`src/rtl/stereo_axis_pkg.sv`:
```
// rtl/stereo_axis_pkg.sv - shared types for the stereo AXIS transmit bridge
package stereo_axis_pkg;

    localparam int frame_channel_width = 24;

    typedef enum logic [1:0] {
        IDLE,
        SEND_L,
        SEND_R
    } state_e;

    typedef struct packed {
        logic [frame_channel_width-1:0] left;
        logic [frame_channel_width-1:0] right;
    } frame_t;

endpackage

```
`src/rtl/frame_fifo2.sv`:
```
// rtl/frame_fifo2.sv - two-entry register FIFO with registered count/full/empty
module frame_fifo2 #(
    parameter int width_p = 48
) (
    input  logic               clk_i,
    input  logic               reset_n_i,
    input  logic               push_i,
    input  logic               pop_i,
    input  logic [width_p-1:0] data_i,
    output logic [width_p-1:0] head_o,
    output logic [width_p-1:0] next_o,
    output logic [1:0]         count_o,
    output logic               full_o,
    output logic               empty_o
);

    logic       do_push;
    logic       do_pop;
    logic [1:0] count_next;

    // A push into a full FIFO is only honoured when a pop frees the slot.
    assign do_push = push_i & (~full_o | pop_i);
    assign do_pop  = pop_i & ~empty_o;

    always_comb begin
        count_next = count_o + {1'b0, do_push} - {1'b0, do_pop};
    end

    always_ff @(posedge clk_i or negedge reset_n_i) begin
        if (!reset_n_i) begin
            head_o  <= '0;
            next_o  <= '0;
            count_o <= 2'd0;
            full_o  <= 1'b0;
            empty_o <= 1'b1;
        end else begin
            case ({do_push, do_pop})
                2'b10: begin
                    if (count_o == 2'd0) head_o <= data_i;
                    else                 next_o <= data_i;
                end
                2'b01: head_o <= next_o;
                2'b11: begin
                    if (count_o == 2'd1) begin
                        head_o <= data_i;
                    end else begin
                        head_o <= next_o;
                        next_o <= data_i;
                    end
                end
                default: ;
            endcase
            count_o <= count_next;
            full_o  <= (count_next == 2'd2);
            empty_o <= (count_next == 2'd0);
        end
    end

endmodule

```
`src/rtl/stereo_axis_tx.sv`:
```
// rtl/stereo_axis_tx.sv - buffers stereo frames and emits them as left/right AXIS beats
module stereo_axis_tx
    import stereo_axis_pkg::*;
#(
    parameter int channel_width_p = 24,
    parameter int axis_width_p    = 32,
    parameter int sign_extend_p   = 0,
    parameter int count_width_p   = 16
) (
    input  logic                       clk_i,
    input  logic                       reset_n_i,
    input  logic [channel_width_p-1:0] left_i,
    input  logic [channel_width_p-1:0] right_i,
    input  logic                       valid_i,
    output logic                       ready_o,
    output logic [axis_width_p-1:0]    tx_tdata_o,
    output logic                       tx_tvalid_o,
    input  logic                       tx_tready_i,
    output logic                       tx_tlast_o,
    output logic [count_width_p-1:0]   frames_sent_o,
    output logic                       busy_o
);

    localparam int fw = 2 * channel_width_p;

    state_e                     state_q;
    logic                       started_q;
    logic                       push;
    logic                       pop;
    logic [fw-1:0]              head;
    logic [fw-1:0]              nxt;
    logic [1:0]                 count;
    logic [1:0]                 count_next;
    logic                       full;
    logic                       empty;
    logic [channel_width_p-1:0] idle_left;
    logic [channel_width_p-1:0] after_pop_left;
    logic                       unused_next_right;

    function automatic logic [axis_width_p-1:0] ext(input logic [channel_width_p-1:0] s);
        logic [axis_width_p-1:0] r;
        r = (sign_extend_p != 0 && s[channel_width_p-1]) ? '1 : '0;
        r[channel_width_p-1:0] = s;
        return r;
    endfunction

    // started_q keeps ready_o low while reset is held and until the first edge.
    assign ready_o     = started_q & ~full;
    assign push        = valid_i & ready_o;
    assign pop         = (state_q == SEND_R) & tx_tready_i;
    assign count_next  = count + {1'b0, push} - {1'b0, pop};
    assign tx_tvalid_o = (state_q != IDLE);
    assign busy_o      = ~empty | (state_q != IDLE);

    // Left sample of whichever frame becomes head after this edge.
    assign idle_left         = empty ? left_i : head[fw-1:channel_width_p];
    assign after_pop_left    = (count == 2'd2) ? nxt[fw-1:channel_width_p] : left_i;
    assign unused_next_right = ^nxt[channel_width_p-1:0];

    frame_fifo2 #(
        .width_p (fw)
    ) u_fifo (
        .clk_i     (clk_i),
        .reset_n_i (reset_n_i),
        .push_i    (push),
        .pop_i     (pop),
        .data_i    ({left_i, right_i}),
        .head_o    (head),
        .next_o    (nxt),
        .count_o   (count),
        .full_o    (full),
        .empty_o   (empty)
    );

    always_ff @(posedge clk_i or negedge reset_n_i) begin
        if (!reset_n_i) begin
            state_q       <= IDLE;
            started_q     <= 1'b0;
            tx_tdata_o    <= '0;
            tx_tlast_o    <= 1'b0;
            frames_sent_o <= '0;
        end else begin
            started_q <= 1'b1;
            if (pop && frames_sent_o != {count_width_p{1'b1}}) begin
                frames_sent_o <= frames_sent_o + 1'b1;
            end
            case (state_q)
                IDLE: begin
                    if (count_next != 2'd0) begin
                        state_q    <= SEND_L;
                        tx_tdata_o <= ext(idle_left);
                        tx_tlast_o <= 1'b0;
                    end
                end
                SEND_L: begin
                    if (tx_tready_i) begin
                        state_q    <= SEND_R;
                        tx_tdata_o <= ext(head[channel_width_p-1:0]);
                        tx_tlast_o <= 1'b1;
                    end
                end
                SEND_R: begin
                    if (tx_tready_i) begin
                        if (count_next != 2'd0) begin
                            state_q    <= SEND_L;
                            tx_tdata_o <= ext(after_pop_left);
                            tx_tlast_o <= 1'b0;
                        end else begin
                            state_q <= IDLE;
                        end
                    end
                end
                default: state_q <= IDLE;
            endcase
        end
    end

endmodule
```
`config.mk`:
```
export PLATFORM = sky130hd
export DESIGN_NAME = stereo_axis_tx
export DESIGN_NICKNAME = d
export VERILOG_FILES = /design/src/rtl/stereo_axis_pkg.sv /design/src/rtl/frame_fifo2.sv /design/src/rtl/stereo_axis_tx.sv
export SDC_FILE = /design/constraint.sdc
export NUM_CORES = 1
export LEC_CHECK = 0
export CORE_MARGIN = 10
export CORE_UTILIZATION = 45
export DETAILED_ROUTE_END_ITERATION = 8
export PLACE_DENSITY = 0.7
export SKIP_CTS_REPAIR_TIMING = 1
export SYNTH_ARGS = -nofsm -noshare
export SYNTH_HDL_FRONTEND = slang
export SYNTH_SLANG_ARGS = --single-unit
```
`constraint.sdc`:
```
create_clock -name clk_i -period 7.4 [get_ports clk_i]
set_input_delay 1.11 -clock clk_i [delete_from_list [all_inputs] [get_ports clk_i]]
set_output_delay 1.11 -clock clk_i [all_outputs]
set_load 0.05 [all_outputs]
```
==> run summary, run 1 <==
State of the implementation.

- In the synthesized netlist the async set-or-reset flop fraction comes to 100%.
- Buffers placed on the I/O ports in this run total between 90 and 100.
- Setup repair after global routing left no endpoint under its margin.
- At the later pin of the worst-skew pair, clock insertion delay measures roughly 420 ps.
- The part of the cycle the worst path needs is 54.6%, for reference.
- The via count of the first global-routing pass is a little under 6000, for reference.
- The number of inserted diodes is 0, for reference.
- The kind of cell with the highest combined delay on the critical path is adder cells, for reference.
- The floorplan step defined a die boundary enclosing between 20000 and 25000 um2.
- The measured slew at the worst slew-check pin is 1190 ps, for reference.
- Per the synth stats, the flop cell with the highest instance count is dfrtp_1.
- Summed over all nets, the switching power comes to around 0.0018 W.
- The most common cell type on the critical path is nand2_1, for reference.
- By instance count, the leading cell after synthesis is dfrtp_1.
- The reported max-cap violation count is 0, for reference.
- The count of unique library cells instantiated by Yosys is around 43, for reference.
- The global-route wire length before repair is around 30000 um, for reference.
- The post-synthesis sequential area ratio is just under 50%, for reference.
- The summed negative setup slack over all endpoints is 0 ps, for reference.
- The number of warnings issued by yosys is 0, for reference.
- The final timing report lists a max-slew violation count of 0.
- Counting tap cells, the placed design contains a total of a little under 1000 instances.
- The number of antenna violations at the first check in global routing is 1.
- The number of buffers and inverters on the critical path is 1.
- Per the timing report, the most critical flop-to-flop path finishes at tx_tdata_o[2].
- The synthesized instance count is roughly 720, for reference.
- The completed layout was analyzed and its total power is around 0.0045 W.
- The flow ran to the end, and the final reports show no timing, DRC or antenna violations.
- The total DRC errors in the routed layout is 0, for reference.
- The slew check shows that the tightest pin keeps a relative margin of 20.2%.
- The fraction of power consumed by combinational cells is a little under half, for reference.
- The commonest cells after synthesis are dfrtp_1, nand2_1, nand3_1.
- The type of the most critical hold path is reg -> reg, for reference.
- Per the finish-stage timing summary, setup violations number 0.
- The top power consumer group is combinational logic, for reference.
- The worst setup skew after layout is about 7.4 ps, for reference.
- In this run, flip-flops and latches consume approximately a third of the power.
- The vias after detailed routing is around 5700, for reference.
- Per the cell usage report, the commonest logic cells after layout are dfrtp_1, nand2_1, clkdlybuf4s50_1.
- The highest supply drop recorded on VDD is about 0.00022 V.
- Per the CTS log, the buffer count on the longest clock path is 2.
- The OpenROAD report gives the critical path a required time of about 7700 ps.
- The average vias per placed instance is approximately 5.6, for reference.
- The end point of the worst hold path is frames_sent_o[5], for reference.
- Internal power comes to ~0.0028 W.
==> run 1: layer usage <==
layer,wire [um],GRT usage (%),up-vias
met1,8330,22.2,2793
met5,9,0,-
met3,1100,4.39,34
met4,368,7.33,2
li1,-,-,2655
met2,8700,26.3,201
==> run 1: how the worst max path moves through the flow <==
stage                startpoint             end  slack, ps  depth (start not counted)
floorplan           tx_tready_i  tx_tdata_o[10]       4580                          9
global placement    tx_tready_i   tx_tdata_o[1]       3370                          9
detailed placement  tx_tready_i   tx_tdata_o[0]       3250                          9
CTS                  state_q[0]   tx_tdata_o[2]       3350                         10
global route         state_q[0]   tx_tdata_o[2]       3000                         10
finish               state_q[0]   tx_tdata_o[2]       3360                         10
==> run 1: registers in the layout (all words and copies together), names as in the netlist <==
signal and count:
tx_tdata_o 24, u_fifo.count_o 2, frames_sent_o 16, u_fifo.empty_o 1, u_fifo.head_o 48, tx_tlast_o 1
state_q 2, u_fifo.next_o 48, u_fifo.full_o 1, started_q 1
==> run 1: final cells by class <==
| type | instances | area [um2] |
|---|---|---|
| clock inverters | 14 | 236 |
| repair buffers | 100 | 990 |
| inverters | 5 | 18.8 |
| fillers | 1361 | 6930 |
| multi-input cells | 516 | 3400 |
| well taps | 216 | 270 |
| flip-flops and latches | 144 | 3600 |
| clock buffers | 18 | 439 |
==> run 1: cells by family (layout without fill, tap and decap cells) <==
logic type / after synthesis / count (layout) / synth area share, %
flip-flops: 144 / 144 / 49.6
other: 2 / 9 / 0.103
XOR/XNOR: 18 / 18 / 2.17
adder cells (fa/ha/maj): 8 / 8 / 1.38
AND/OR/NAND/NOR: 295 / 295 / 18.3
buffers and inverters: 66 / 137 / 4.63
AND-OR/OR-AND: 111 / 111 / 11.1
multiplexers: 75 / 75 / 12.7
**Run 1: cell density map**

The die is cut into 15 by 15 equal tiles; black is low, pale yellow is high, 0 to 100% covered.
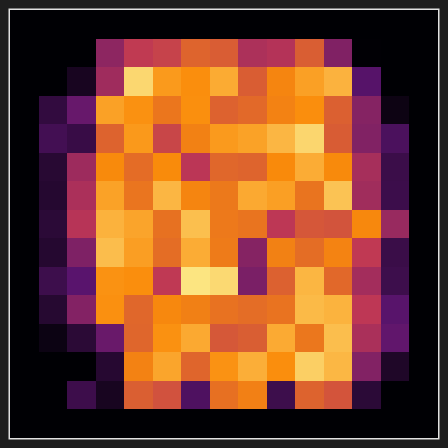
nearly empty tiles: 29%
emptiest ninth of the die: bottom left
fullest tile: 94%
Final Util: 56.4%
core utilization before placement: 45.8%
area of the core region: 15900 um2

**Run 1: drive-strength map**

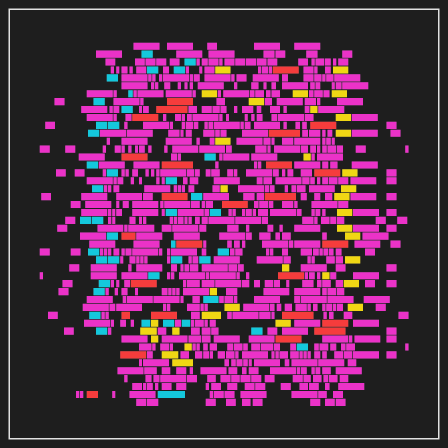
| size | color | cells |
|---|---|---|
| _6 and larger | red | 26 |
| _2 cells | cyan | 41 |
| _0 and _1 cells | magenta | 696 |
| _3 and _4 cells | yellow | 34 |
layout overhead on the synthesized area: 23.2%
non-clock buffer count in the final layout: 100
final setup slack of the worst path: 3360 ps

**Run 1: cell classes on the final placement**

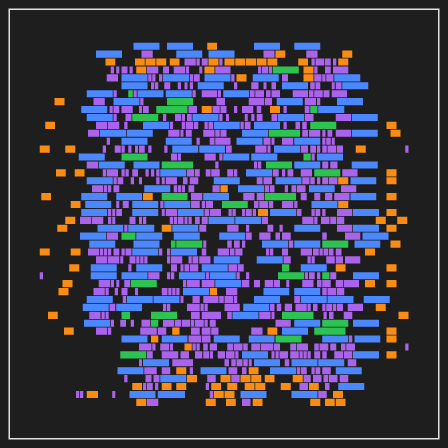
| class | color | cells | share of their area |
|---|---|---|---|
| remaining buffers and delay cells | orange | 100 | 11% |
| sequential cells | blue | 144 | 42% |
| clock drivers and dummy loads | green | 32 | 7.8% |
| combinational and other logic | purple | 521 | 39% |
post-route standard cell area excluding fillers: 8950 um2
Core Rows: 46
sequential cell area share: 40.3%

**Run 1: register map, names as in the netlist**

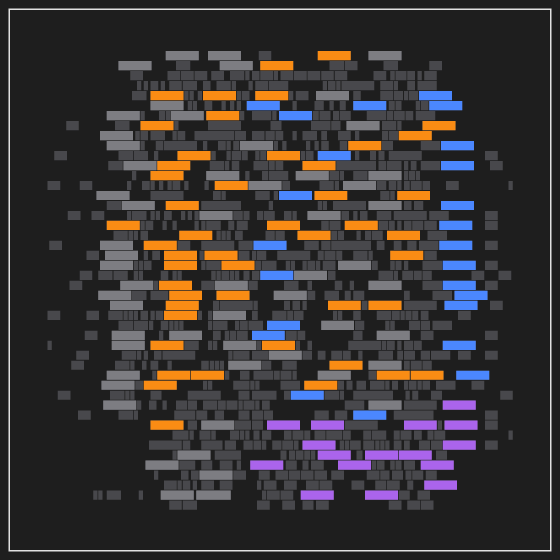
| signal | color | flops |
|---|---|---|
| `u_fifo.head_o` | orange | 48 |
| `tx_tdata_o` | blue | 24 |
| `frames_sent_o` | purple | 16 |
not colored: 56
sequential-cell power consumption: 0.00144 W
area taken by flip-flops and latches: 3600 um2

==> run 2, diff against run 1 <==
PLACE_DENSITY = 0.73   (was 0.7)
clock period = 3.4 ns   (was 7.4 ns; I/O delays follow)
**Run 2: register map, names as in the netlist**

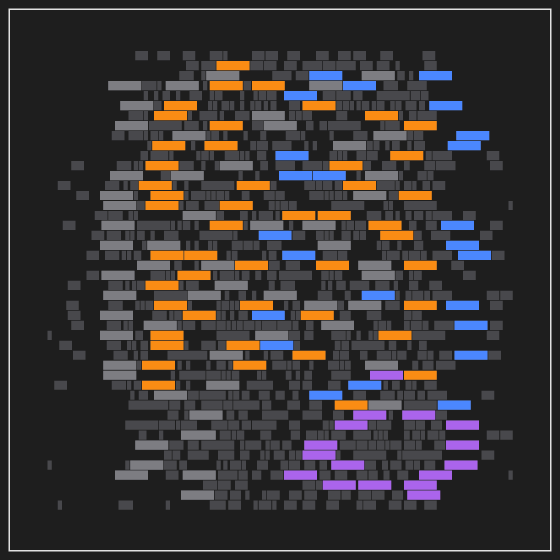
sequential-cell power consumption: 0.00306 W
sequential cell area share: 40.0%
Final Util: 56.8%

**Run 2: drive-strength map**

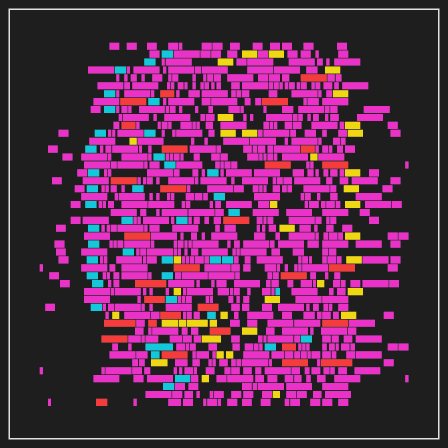
| size | color | cells |
|---|---|---|
| _0 and _1 cells | magenta | 699 |
| _6 and larger | red | 30 |
| _3 and _4 cells | yellow | 38 |
| _2 cells | cyan | 40 |
non-clock buffer count in the final layout: 110
layout overhead on the synthesized area: 24.1%
post-route standard cell area excluding fillers: 9020 um2
final setup slack of the worst path: 582 ps

==> run summary, run 2 <==
State of the implementation.

- The final count of pins violating max slew is 0 (unchanged), for reference.
- The average vias per placed instance is 5.48 (-2.3%), for reference.
- The row count is 46 (unchanged), for reference.
- The commonest register cell is dfrtp_1.
- The area used by multi-input combinational logic is 3400 um2 (unchanged), for reference.
- Ranking logic cells in the layout by count gives the top entries dfrtp_1, nand2_1, clkdlybuf4s50_1.
- The part of the cycle the worst path needs is 82.9% (+28 points), for reference.
- The net switching power is 0.00385 W (+110%), for reference.
- The fraction of synthesis flops using an asynchronous set or reset pin was 100% (unchanged).
- Note that the worst hold path type here is in -> async.
- The number of inserted diodes came to 0 (unchanged).
- The starting density of the core is 45.8% (unchanged), for reference.
- The number of antenna violations at the first check in global routing is 0 (-1), for reference.
- The fraction of power consumed by combinational cells is 48.8% (+2.0 points), for reference.
- The total placed cells including tap cells is 991 (+1.0%), for reference.
- The total die area is 21600 um2 (unchanged), for reference.
- The synthesized instance count is 719 (unchanged), for reference.
- The worst endpoint required time is 3700 ps (-4010 ps), for reference.
- The summed negative setup slack over all endpoints is 0 ps (unchanged), for reference.
- The number of setup violations in the final report is 0 (unchanged), for reference.
- Among all cell types in the netlist, the one instantiated most often is dfrtp_1.
- The capture point of the worst reg-to-reg path is u_fifo.next_o[24], for reference.
- The worst setup skew after layout is 10.2 ps (+2.71 ps), for reference.
- The count of unique library cells instantiated by Yosys is 43 (unchanged).
- The port buffer count was 95 (unchanged).
- The maximum buffer depth of the clock tree is 2 (unchanged), for reference.
- The relative slew slack came to 23.1% (+2.9 points).
- The portion of total power attributed to sequential cells was 31.4% (-0.4 points).
- The post-synthesis sequential area ratio came to 49.6% (unchanged).
- The core outline area is 15900 um2 (unchanged), for reference.
- The run finished with clean final reports.
- The via count of the first global-routing pass is 5406 (-7.5%).
- Sorting the synthesized cells by how often they occur yields dfrtp_1, nand2_1, nand3_1.
- The area taken by flip-flops and latches is 3600 um2 (unchanged).
- The capture point of the critical path is u_fifo.next_o[24], for reference.
- The total internal power came to 0.00590 W (+110%).
- Setup repair after global routing left no endpoint under its margin.
- The number of warnings issued by yosys is 0 (unchanged), for reference.
- The final total power came to 0.00976 W (+110%).
- The vias after detailed routing is 5609 (-1.3%).
**Run 2: cell density map**

The die is cut into 15 by 15 equal tiles; black is low, pale yellow is high, 0 to 100% covered.
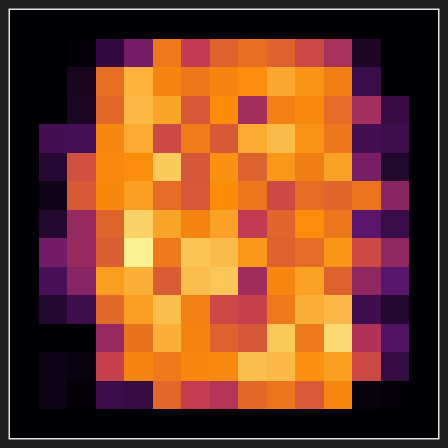

[run 2: cell counts after synthesis]
Identical to the previous run, type by type.
[run 2: cell type report]
type / count / share of cell area, %
Tap cell: 216 / 3.00
Multi-Input combinational cell: 516 / 37.6
Clock inverter: 8 / 1.40
Inverter: 5 / 0.208
Sequential cell: 144 / 40.0
Timing Repair Buffer: 110 / 12.4
Clock buffer: 24 / 5.45
[run 2: worst max-delay path: cells and delay by family (launching register included)]
family                   cells  cell delay (ps)
flip-flops                   1              440
adder cells (fa/ha/maj)      1              230
AND/OR/NAND/NOR              1              410
multiplexers                 1              380
XOR/XNOR                     1              170
AND-OR/OR-AND                1              180
buffers and inverters        3              870
[run 2: kinds of logic after synthesis]
logic type / after synthesis / synth area share (%)
buffers and inverters: 66 / 4.63
AND/OR/NAND/NOR: 295 / 18.3
other: 2 / 0.103
adder cells (fa/ha/maj): 8 / 1.38
multiplexers: 75 / 12.7
flip-flops: 144 / 49.6
XOR/XNOR: 18 / 2.17
AND-OR/OR-AND: 111 / 11.1
[run 2: through the flow]
step                util, %  area [um2]
detailed placement     52.9        8400
global route           56.8        9020
floorplan                 -        7290
finish                 56.8        9020
CTS                    56.8        9020
global placement       52.9        8400
[run 2: how the worst min path moves through the flow]
| stage | end | slack, ps | cells after the start |
|---|---|---|---|
| after CTS | started_q | 170 | 1 |
| after floorplan | frames_sent_o[0] | 210 | 0 |
| after detailed placement | frames_sent_o[5] | 480 | 1 |
| after global placement | frames_sent_o[15] | 480 | 1 |
| after global routing | u_fifo.count_o[0] | 200 | 1 |
| final | started_q | 140 | 1 |
[run 2: per-layer routing]
layer  GRT usage [%]  wire, um
met5               0         0
met4            6.19       280
met3            4.76      1270
met2            25.6      8510
met1            21.4      7930
==> run 3, diff against run 2 <==
clock period = 2.5 ns   (was 3.4 ns; I/O delays follow)
**Run 3: cell density map**

The die is cut into 15 by 15 equal tiles; black is low, pale yellow is high, 0 to 100% covered.
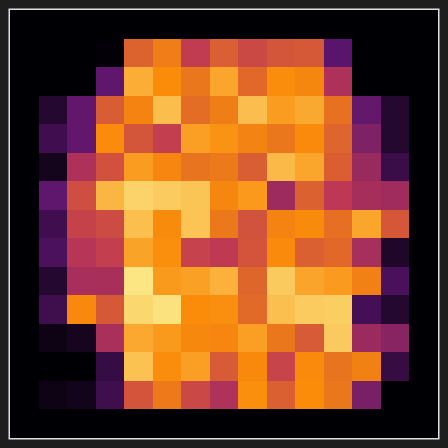
tiles over 75% full: 20%
mean over tiles: 41%
nearly empty tiles: 30%
densest ninth of the die: middle
Final Util: 57.8%

**Run 3: drive-strength map**

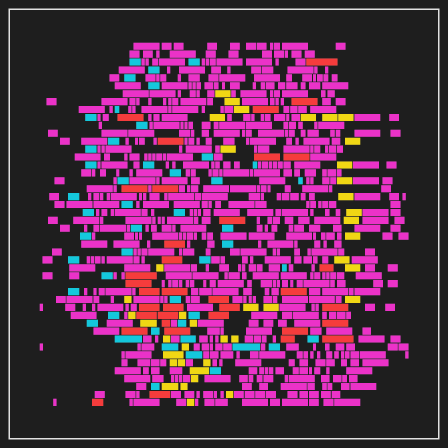
| size | color | cells |
|---|---|---|
| _6 and larger | red | 35 |
| _3 and _4 cells | yellow | 40 |
| _2 cells | cyan | 47 |
| _0 and _1 cells | magenta | 695 |
non-clock buffer count in the final layout: 120
post-route standard cell area excluding fillers: 9190 um2
final setup slack of the worst path: 170 ps
layout overhead on the synthesized area: 26.4%

==> run summary, run 3 <==
State of the implementation.

- The worst endpoint required time came to 2800 ps (-900 ps).
- The flip-flop and latch count after synthesis is approximately 140, for reference.
- The commonest cells after synthesis are dfrtp_1, nand2_1, nand3_1.
- According to the hold report, the worst path is of the in -> async type.
- The number of setup violations in the final report is 0 (unchanged), for reference.
- The capture point of the critical path was reported as tx_tlast_o.
- The vias after detailed routing is 5646 (+0.66%), for reference.
- The count of nets left with antenna violations once routing finished came out at 0.
- The relative slew slack is 61.2% (+38 points).
- The synthesized instance count was 719 (unchanged).
- The count of unique library cells instantiated by Yosys is 43 (unchanged), for reference.
- The maximum buffer depth of the clock tree is 2 (unchanged), for reference.
- By instance count after routing, the leading logic cell types are dfrtp_1, nand2_1, clkdlybuf4s50_1.
- The clock transition at the registers of the reported paths is 60 ps, for reference.
- The arrival time of data at the worst endpoint is listed as 2630 ps.
- The average vias per placed instance is 5.47 (-0.31%), for reference.
- The row count is 46 (unchanged).
- The number of antenna violations at the first check in global routing came to 1 (+1).
- The post-synthesis sequential area ratio is 49.6% (unchanged), for reference.
- The number of warnings issued by yosys is 0 (unchanged), for reference.
- In the synthesized netlist the dominant register cell turns out to be dfrtp_1.
- The fraction of synthesis flops using an asynchronous set or reset pin is 100% (unchanged).
- The launch instance of the worst register-to-register path is state_q[0], for reference.
- The starting density of the core came to 45.8% (unchanged).
- The via count of the first global-routing pass is 5551 (+2.7%), for reference.
- The total stage count of the critical path is 11 (+3), for reference.
- The worst setup skew after layout is 5.79 ps (-4.36 ps).
- The capture point of the worst register-to-register path is recorded as tx_tlast_o.
- dfrtp_1 is the most common cell in the netlist.
- The number of inserted diodes is 0 (unchanged).
- The port buffer count is 95 (unchanged), for reference.
- Setup repair after global routing left no endpoint under its margin.
- The worst ir drop on vdd is 0.000733 V, for reference.
- The part of the cycle the worst path needs is 93.2% (+10 points), for reference.
- The core outline area is 15900 um2 (unchanged), for reference.
- The total overflow reported by the global router is 0, for reference.
- The total die area is 21600 um2 (unchanged), for reference.
- Timing would allow up to about 430 MHz.
- The count of clock tree sinks is 144, for reference.
- The total placed cells including tap cells was 1000 (+0.91%).
- The flow ran to the end, and the final reports show no timing, DRC or antenna violations.
**Run 3: routing congestion map**

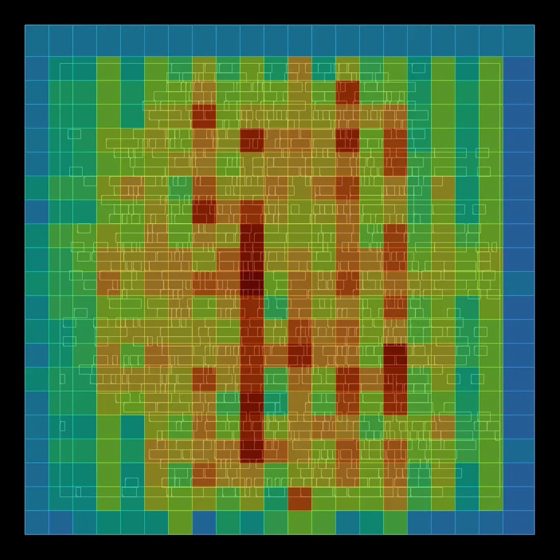
average routed wire per standard cell: 17.4 um
global-route layer with the greatest usage: met2

## run 3: netlist changes by cell type in the layout (fill, tap and decap cells not counted), moves of 2 or more
cell / delta
buf_12: +7
buf_4: +3
clkinv_2: +3
clkbuf_8: -2
clkdlybuf4s50_1: -2
## run 3: through the flow
stage | util, % | cell area (um2) | power, W | setup TNS (ps)
2_1_floorplan | - | 7300 | 0.00896 | 0
3_3_place_gp | 53.9 | 8570 | 0.0108 | 0
3_5_place_dp | 53.9 | 8570 | 0.0109 | -1330
4_1_cts | 57.7 | 9170 | 0.0135 | 0
5_1_grt | 57.8 | 9190 | 0.0143 | 0
6_report | 57.8 | 9190 | 0.0135 | 0
## run 3: report_power, final
group	internal, W	switching, W
Sequential	0.00346	0.000703
Combinational	0.00311	0.00362
Clock	0.00162	0.000948
## run 3: cell families after synthesis
| kind of cell | Yosys count | synth area share (%) |
|---|---|---|
| muxes | 75 | 12.7 |
| other | 2 | 0.103 |
| AOI/OAI and AO/OA | 111 | 11.1 |
| DFF | 144 | 49.6 |
| buffers and inverters | 66 | 4.63 |
| adders and majority gates | 8 | 1.38 |
| and+or+nand+nor | 295 | 18.3 |
| xor gates and xnor gates | 18 | 2.17 |
## run 3: layout make-up
type	instances	area, um2	area share, %
Clock inverter	10	134	1.46
Timing Repair Buffer	120	1280	13.9
Inverter	5	18.8	0.204
Tap cell	216	270	2.94
Multi-Input combinational cell	516	3410	37.2
Clock buffer	22	464	5.05
Sequential cell	144	3610	39.3
## run 3: per-layer routing
layer,wire length [um],up-vias,track usage (%)
li1,-,2713,-
met1,8140,2757,22.3
met2,8370,153,25.2
met3,1150,21,5.16
met4,279,2,5.60
met5,9,-,0
Power is estimated from default activity; no workload was simulated.
